==> config.mk <==
export PLATFORM = sky130hd
export DESIGN_NAME = ram_16k_loader
export DESIGN_NICKNAME = d
export VERILOG_FILES = /design/src/rtl/ram_16k_loader.sv
export SDC_FILE = /design/constraint.sdc
export NUM_CORES = 1
export LEC_CHECK = 0
export CORE_ASPECT_RATIO = 1.5
export CORE_MARGIN = 4
export CORE_UTILIZATION = 45
export CTS_CLUSTER_SIZE = 24
export DETAILED_ROUTE_END_ITERATION = 16
export PLACE_DENSITY = 0.72
export SYNTH_ARGS = -nofsm -noshare
export SYNTH_HDL_FRONTEND = slang
export SYNTH_SLANG_ARGS = --single-unit
==> constraint.sdc <==
create_clock -name clk -period 5.04 [get_ports clk]
set_input_delay 1.008 -clock clk [delete_from_list [all_inputs] [get_ports clk]]
set_output_delay 1.008 -clock clk [all_outputs]
set_load 0.02 [all_outputs]
==> src/rtl/ram_16k_loader.sv <==
// ram_16k_loader: packs a valid/ready byte stream (high byte first) into
// 16-bit words and writes them to consecutive block-RAM addresses starting at
// BASE_ADDR (wrapping modulo 2^ADDR_W). A word_count of 0 loads 2^ADDR_W words.
// Optional readback verification is compiled in with `define LOADER_VERIFY_EN.
module ram_16k_loader #(
    parameter int          ADDR_W    = 14,
    parameter int unsigned BASE_ADDR = 0
) (
    input  logic              clk,
    input  logic              rst_n,
    input  logic              start,
    input  logic [ADDR_W-1:0] word_count,
    input  logic [7:0]        byte_in,
    input  logic              byte_valid,
    output logic              byte_ready,
    output logic [15:0]       ram_in,
    output logic [ADDR_W-1:0] ram_address,
    output logic              ram_load,
    input  logic [15:0]       ram_out,
    output logic              busy,
    output logic              done,
    output logic              error,
    output logic [ADDR_W:0]   words_written
);

`ifdef LOADER_VERIFY_EN
    typedef enum logic [2:0] {
        S_IDLE, S_HI, S_LO, S_WRITE, S_RD, S_CMP, S_DONE
    } state_t;
`else
    typedef enum logic [2:0] {
        S_IDLE, S_HI, S_LO, S_WRITE, S_DONE
    } state_t;
`endif

    localparam logic [ADDR_W-1:0] BASE     = ADDR_W'(BASE_ADDR);
    localparam logic [ADDR_W:0]   FULL_CNT = {1'b1, {ADDR_W{1'b0}}};

    state_t            state, state_nxt;
    logic [ADDR_W-1:0] count;
    logic [ADDR_W-1:0] index;
    logic [7:0]        hi_byte;
    logic [ADDR_W:0]   target;
    logic              last_wr;

    // A latched count of zero stands for a full 2^ADDR_W-word load.
    assign target  = (count == '0) ? FULL_CNT : {1'b0, count};
    // In WRITE the counter has not yet stepped, so compare one ahead.
    assign last_wr = ((words_written + 1'b1) == target);
    assign busy    = (state != S_IDLE);

`ifdef LOADER_VERIFY_EN
    logic last_cmp;
    logic err_q;
    // In CMP the counter already includes the current word.
    assign last_cmp = (words_written == target);
    assign error    = err_q;
`else
    logic unused_ram_out;
    assign unused_ram_out = ^ram_out;
    assign error          = 1'b0;
`endif

    // State register; asynchronous reset drops ram_load/byte_ready immediately.
    always_ff @(posedge clk or negedge rst_n) begin
        if (!rst_n) state <= S_IDLE;
        else        state <= state_nxt;
    end

    // Next-state and handshake/write-enable decode.
    always_comb begin
        state_nxt  = state;
        byte_ready = 1'b0;
        ram_load   = 1'b0;
        case (state)
            S_IDLE:  if (start) state_nxt = S_HI;
            S_HI: begin
                byte_ready = 1'b1;
                if (byte_valid) state_nxt = S_LO;
            end
            S_LO: begin
                byte_ready = 1'b1;
                if (byte_valid) state_nxt = S_WRITE;
            end
            S_WRITE: begin
                ram_load = 1'b1;
`ifdef LOADER_VERIFY_EN
                state_nxt = S_RD;
`else
                state_nxt = last_wr ? S_DONE : S_HI;
`endif
            end
`ifdef LOADER_VERIFY_EN
            S_RD:  state_nxt = S_CMP;
            S_CMP: state_nxt = last_cmp ? S_DONE : S_HI;
`endif
            S_DONE:  state_nxt = S_IDLE;
            default: state_nxt = S_IDLE;
        endcase
    end

    // Datapath: byte packing, address/data presentation, counters and flags.
    always_ff @(posedge clk or negedge rst_n) begin
        if (!rst_n) begin
            count         <= '0;
            index         <= '0;
            hi_byte       <= '0;
            ram_in        <= '0;
            ram_address   <= '0;
            done          <= 1'b0;
            words_written <= '0;
`ifdef LOADER_VERIFY_EN
            err_q         <= 1'b0;
`endif
        end else begin
            case (state)
                S_IDLE: if (start) begin
                    count         <= word_count;
                    index         <= '0;
                    done          <= 1'b0;
                    words_written <= '0;
`ifdef LOADER_VERIFY_EN
                    err_q         <= 1'b0;
`endif
                end
                S_HI: if (byte_valid) hi_byte <= byte_in;
                // Address and data are registered here so they are stable
                // for the whole WRITE (and verify) window and hold afterwards.
                S_LO: if (byte_valid) begin
                    ram_in      <= {hi_byte, byte_in};
                    ram_address <= BASE + index;
                end
                S_WRITE: begin
                    words_written <= words_written + 1'b1;
`ifndef LOADER_VERIFY_EN
                    if (!last_wr) index <= index + 1'b1;
`endif
                end
`ifdef LOADER_VERIFY_EN
                S_CMP: begin
                    if (ram_out != ram_in) err_q <= 1'b1;
                    if (!last_cmp) index <= index + 1'b1;
                end
`endif
                S_DONE: done <= 1'b1;
                default: ;
            endcase
        end
    end

endmodule
run_1/clock_wires.png
Drawn at 4 px/µm.
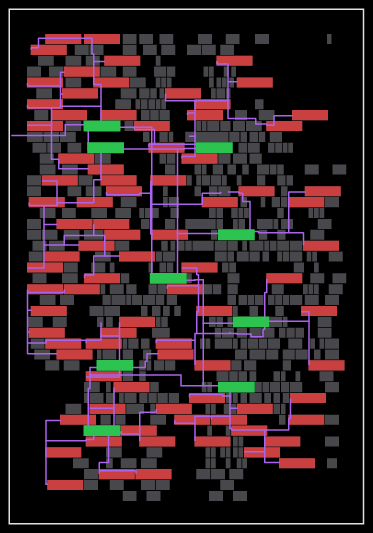
[purple] clock wires | length: 1060 µm
[red] flip-flops | count: 85
[green] clock-net drivers | count: 9
flops lie	all over the die
final clock skew: 0.00506 ns
clk_lat worst skew: 0.33 ns
Clk network pwr share: 24.5%
Power Clock: 666 µW

run_1/class_map.png
Drawn at 2 px/µm.
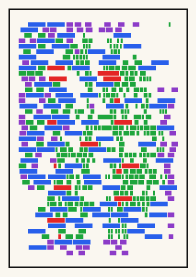
colour	class	cells	share of their area
purple	remaining buffers and delay cells	76	14%
blue	registers	85	40%
green	remaining logic cells	321	40%
red	clock drivers and dummy loads	16	5.7%
Final Core Density: 57.9%
Seq/total area: 39.3%
Rows: 43
final non-filler cell area: 5420 µm²
CORE AREA: 9360 µm²

run_1/port_trees.png
Drawn at 4 px/µm.
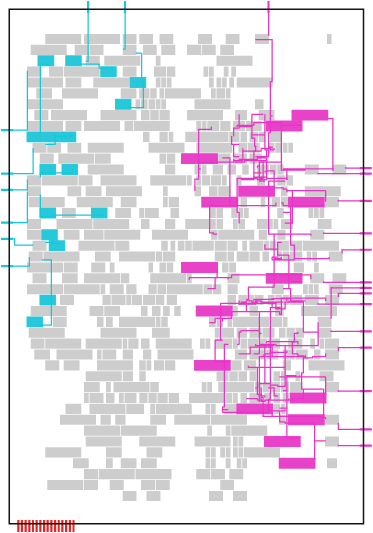
colour	port	bits	direction	edge	end cells	buffers
red	ram_out	16	input	bottom	0	0
magenta	words_written	15	output	14 right, 1 top	15	15
cyan	byte_in	8	input	6 left, 2 top	16	8
I/O Buffers: 74
# IOs: 92

==> run 1: metal layers <==
| layer | wire length [µm] | part of all wire [%] |
|---|---|---|
| met5 | 0 | 0 |
| met3 | 651 | 6.4 |
| met1 | 4060 | 40 |
| met4 | 96 | 0.94 |
| met2 | 5390 | 53 |
==> run 1: cell families after synthesis <==
kind of cell	count (synthesis)
and+or+nand+nor	174
DFF	85
AOI/OAI and AO/OA	78
muxes	44
buffers and inverters	36
xor gates and xnor gates	14
adders and majority gates	2
other	1
==> run 1: cells in the mapped netlist (3+ instances only) <==
cell type  number  area (µm²)
a21oi_1        12        60.1
a31oi_1         3        18.8
and2_1          6        37.5
and3_1          3        18.8
buf_1           6        22.5
clkbuf_1       18        67.6
dfrtp_1        85        2130
inv_1           7        26.3
mux2_2         38         428
mux2i_1         6        60.1
nand2_1        69         259
nand2b_1        7        43.8
nand3_1        14        70.1
nand4_1        13        81.3
nor2_1         17        63.8
nor3_1         10        50.1
nor4_1          6        37.5
o211ai_1        7        52.6
o21ai_0        28         140
o31ai_1         5        37.5
o41ai_1         6        52.6
or3_1           5        31.3
or4_1           9        67.6
xnor2_1         6        52.6
xor2_1          8        70.1
==> run 1: where the power goes <==
| part | leakage, µW | switching [µW] | total, µW | internal (µW) |
|---|---|---|---|---|
| clock | 0.000152 | 269 | 666 | 397 |
| combinational | 0.00101 | 543 | 1020 | 475 |
| sequential | 0.00111 | 167 | 1040 | 873 |
| total | 0.00227 | 979 | 2720 | 1740 |
==> run 1: through the flow <==
step | hold WS (ns) | setup WS [ns]
after floorplan | 0.457 | 2.05
after global placement | 0.480 | 1.54
after detailed placement | 0.493 | 1.53
after CTS | 0.506 | 1.55
after global routing | 0.527 | 1.29
final | 0.503 | 1.53
==> run 1: flip-flops by register name, summed over array words and instances (netlist names) <==
signal,flops
count,14
done,1
hi_byte,8
index,14
ram_address,14
ram_in,16
state,3
words_written,15
==> run 1: worst max-delay path by stage <==
stage	endpoint	start	cells past startpoint
final	index[5]	words_written[0]	8
after global placement	index[13]	start	5
after detailed placement	index[13]	start	5
after CTS	index[5]	words_written[3]	7
after global routing	index[5]	words_written[3]	7
after floorplan	index[3]	words_written[0]	10
==> run 1: layout make-up <==
type	count	area (µm²)	share of cell area, %
clock buffers	10	239	4.41
clock inverters	6	62.6	1.15
inverters	8	30.0	0.554
multi-input cells	313	2070	38.1
flip-flops and latches	85	2130	39.3
well taps	112	140	2.59
repair buffers	76	753	13.9
==> run 1: worst reg2reg max path, stage by stage (launching register included) <==
cell     delay, ns
dfrtp_1       0.55
ha_1          0.38
nand3_1       0.18
or4_1         0.62
a21o_1        0.21
a211o_1       0.35
nor4_4        0.76
nor3_1        0.17
mux2i_1       0.17
==> flow_summary.toml, run 1 <==
# synthesis and place-and-route metrics
[outcome]
outcome = "complete, no violations"

[drt]
viasPerCell = 5.85
dr_total_vias = 3571
drtAntennaViolNets = 0
first_pass_iters = 4

[logic_synthesis]
synth_area_per_cell_um2 = 10.0
seq_area_frac_synth_pct = 49.0
ys.flop_type = "dfrtp_1"
synth_cell_types = 55
synth-edff-count = 0
compound_area_share_pct = 11.9
synth_area_um2 = 4340
ys_chip_area_um2 = 4340
adder_share_pct = 0.577

[timing]
layout_min_cycle_time_ns = 3.51
fin_setup_tns_ns = 0
finalHoldViolCount = 0
finalClockPeriodUsage_pct = 69.6
tightest_slew_ns = 1.13
rsz0062_at_grt = "no"
relSlewSlack_pct = 24.2
slew_viol_final = 0
fmax_mhz = 285

[worst_hold_path]
min_from = "hi_byte[0]"
hold_path.class = "flip-flop to flip-flop"
hold_depth = 1

[clocking]
cts_buffer_depth = 2
cts_buffers = 9
cts_setup_buffers = 0
htreeDepth = 3
ctsHoldBuffers = 0
cts_resized = 0
path_clk_slew_ns = 0.06

[floorplan]
die_w_um = 88.2
fp.dieH_um = 128

[place]
post-place-cells = 594
place_area_um2 = 5120

[global_route]
overflow = 0
grt_pass1_wl_um = 17000
gr-usage-met1_pct = 22.8
grtUsageTotal_pct = 18.9
grt_pass1_vias = 3521

[power_and_ir_drop]
power.leakage_uw = 0.00227
ir_worst_vdd_v = 0.000372
p_per_area_nw_per_um2 = 503

[setup_path]
critical_path.endpoint_type = "flip-flop"
crit_fanout = 18
crit_type = "flip-flop to flip-flop"
ff2ff_setup_slack_ns = 1.53
cp_num_buf_inv = 0
timing.rr.end = "index[5]"

[final_layout]
fill_cells = 803
area_delta_synth_final_pct = 24.8

[job]
warning_count = 42
run_1/m3.png
Drawn at 3 px/µm. Cells faint in the background.
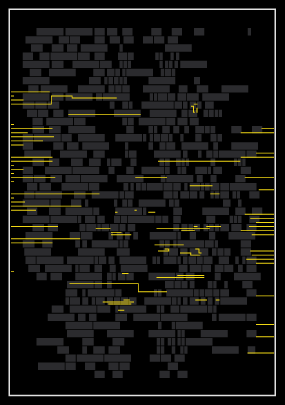

==> run 1 -> run 2 <==
PLACE_DENSITY = 0.75   (was 0.72)
clock period = 3 ns   (was 5.04 ns; I/O delays follow)
run_2/m3.png
Drawn at 3 px/µm. Cells faint in the background.
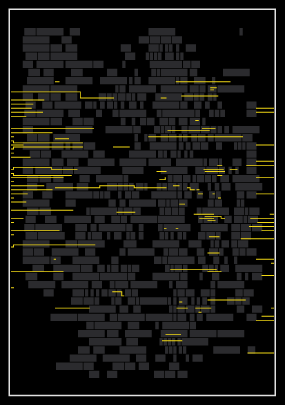
share of all routed wire	7.0%
nets with wire on the layer	81
met3 GRT Util: 4.95%
Routed WL: 10600 µm
via count: 3654

==> flow_summary.toml, run 2 <==
# synthesis and place-and-route metrics
[outcome]
outcome = "complete, no violations"

[global_route]
antenna_found_initial = 0
gr-usage-met1_pct = 22.9
grt_pass1_vias = 3705
overflow = 0
busiest_layer = "met2"
grt_pass1_wl_um = 17500
grtUsageTotal_pct = 19.7

[power_and_ir_drop]
seq_power_share_pct = 35.3
p_per_area_nw_per_um2 = 853
ir_worst_vdd_v = 0.000551
switching_share_pct = 34.7
p_sw_uw = 1680
power.leakage_uw = 0.00242
p_comb_share_pct = 38.8
p_int_uw = 3150
clkPwrFrac_pct = 25.9

[timing]
fin_setup_tns_ns = 0
slew_viol_final = 0
layout_min_cycle_time_ns = 2.89
finalHoldViolCount = 0
rsz0062_at_grt = "no"
fmax_mhz = 346
finClkSkew_ns = 0.00448
relSlewSlack_pct = 51.2
setup_viol = 0
fin_hold_ws_ns = 0.294
finalClockPeriodUsage_pct = 96.4
tightest_slew_ns = 0.729

[clocking]
clk_latency_ns = 0.34
htreeDepth = 3
cts_buffer_depth = 2
path_clk_slew_ns = 0.06
cts.sinks = 85
cts_buffers = 9
cts_setup_buffers = 0
ctsHoldBuffers = 0
cts_resized = 0

[logic_synthesis]
synth_area_um2 = 4340
yosysTopAreaCellShare_pct = 49.0
synth_area_per_cell_um2 = 10.0
synth_top_cell_by_count = "dfrtp_1"
yosys-top-cells-count = "85 x dfrtp_1, 69 x nand2_1, 38 x mux2_2"
fp_nets = 478
top_area_cell = "dfrtp_1"
synth.area.top_cells = "dfrtp_1 49%, mux2_2 9.9%, nand2_1 6.0%, o21ai_0 3.2%, nand4_1 1.9%"
yosys_warnings = 0
synth-edff-count = 0
ys_chip_area_um2 = 4340
ys.flop_type = "dfrtp_1"
seq_area_frac_synth_pct = 49.0
synth_cell_types = 55

[setup_path]
crit_fanout = 3
cp_data_required_time_ns = 3.27
crit_end = "index[11]"
crit_family = "simple AND/OR/NAND/NOR gates"
crit_type = "flip-flop to flip-flop"
critical_path.endpoint_type = "flip-flop"
cp_num_buf_inv = 1
crit_slowest_cell = "or4_1"
timing.rr.end = "index[11]"
critical_path_depth = 8
ff2ff_setup_slack_ns = 0.11
cp-startpoint = "count[1]"

[final_layout]
finalNonFillerCells = 635
lay_top_count = "dfrtp_1"
regMostFlops = "ram_in"
fin_util_pct = 60.5
drive_above_1_share_pct = 16.8
seq_area_um2 = 2130
area_delta_synth_final_pct = 30.5
largest_reg_flops = 16
top_regs = "ram_in x16, words_written x15"
fill_cells = 778
comb_area_um2 = 2080
fin_nets = 563

[drt]
drtAntennaViolNets = 0
first_pass_iters = 4
viasPerCell = 5.75

[job]
warning_count = 42

[floorplan]
rows = 43
fp.dieH_um = 128
die_w_um = 88.2
core_area_um2 = 9360
num_io_pins = 92

[worst_hold_path]
hold_path.class = "input pin to async pin"

[place]
portBuffers = 74
post-place-cells = 620
==> run 2: cell counts after synthesis <==
No cell type changed its count.
==> run 2: worst min-delay path by stage <==
stage	endpoint	slack (ns)	cells after the start
2_1_floorplan	count[0]	0.30	0
3_3_place_gp	index[5]	0.48	1
3_5_place_dp	hi_byte[7]	0.49	1
4_1_cts	words_written[4]	0.33	1
5_1_grt	count[3]	0.35	1
6_report	words_written[4]	0.29	1
==> run 2: power by group through the flow <==
stage | clock, µW | sequential (µW) | combinational [µW]
finish | 1250 | 1710 | 1880
global route | 1320 | 1760 | 2050
CTS | 1270 | 1710 | 1880
detailed placement | 0 | 1730 | 1870
global placement | 0 | 1710 | 1830
floorplan | 0 | 1860 | 953
==> run 2: cells by family (layout without fill, tap and decap cells) <==
| logic type | after synthesis | after routing | synth area share, % |
|---|---|---|---|
| AND-OR/OR-AND | 78 | 78 | 11.9 |
| AND/OR/NAND/NOR | 174 | 174 | 20.9 |
| buffers and inverters | 36 | 125 | 3.43 |
| multiplexers | 44 | 44 | 11.2 |
| flip-flops | 85 | 85 | 49.0 |
| other | 1 | 1 | 0.0864 |
| adder cells (fa/ha/maj) | 2 | 2 | 0.576 |
| XOR/XNOR | 14 | 14 | 2.83 |
==> run 2: per-stage QoR <==
stage          setup slack (ns)  total power [µW]  area (µm²)
4_1_cts                  0.0774              4860        5650
6_report                  0.108              4830        5660
5_1_grt                  0.0110              5130        5660
2_1_floorplan            0.0101              2810        4340
3_5_place_dp             0.0990              3600        5330
3_3_place_gp              0.151              3540        5330
==> run 2: layout make-up <==
class                      instances  share of cell area, %
sequential                        85                   37.6
multi-input combinational        313                   36.7
timing repair buffer             102                   17.0
clock buffer                      10                   4.04
tap                              112                   2.47
clock inverter                     5                   1.77
inverter                           8                  0.530
==> run 2: routing by layer <==
layer,part of all wire [%],vias to the layer above
li1,-,1744
met1,39,1758
met2,51,130
met3,7.0,22
met4,2.9,0
met5,0,-
Power figures rest on the tool's default switching activity, not on a simulated workload.
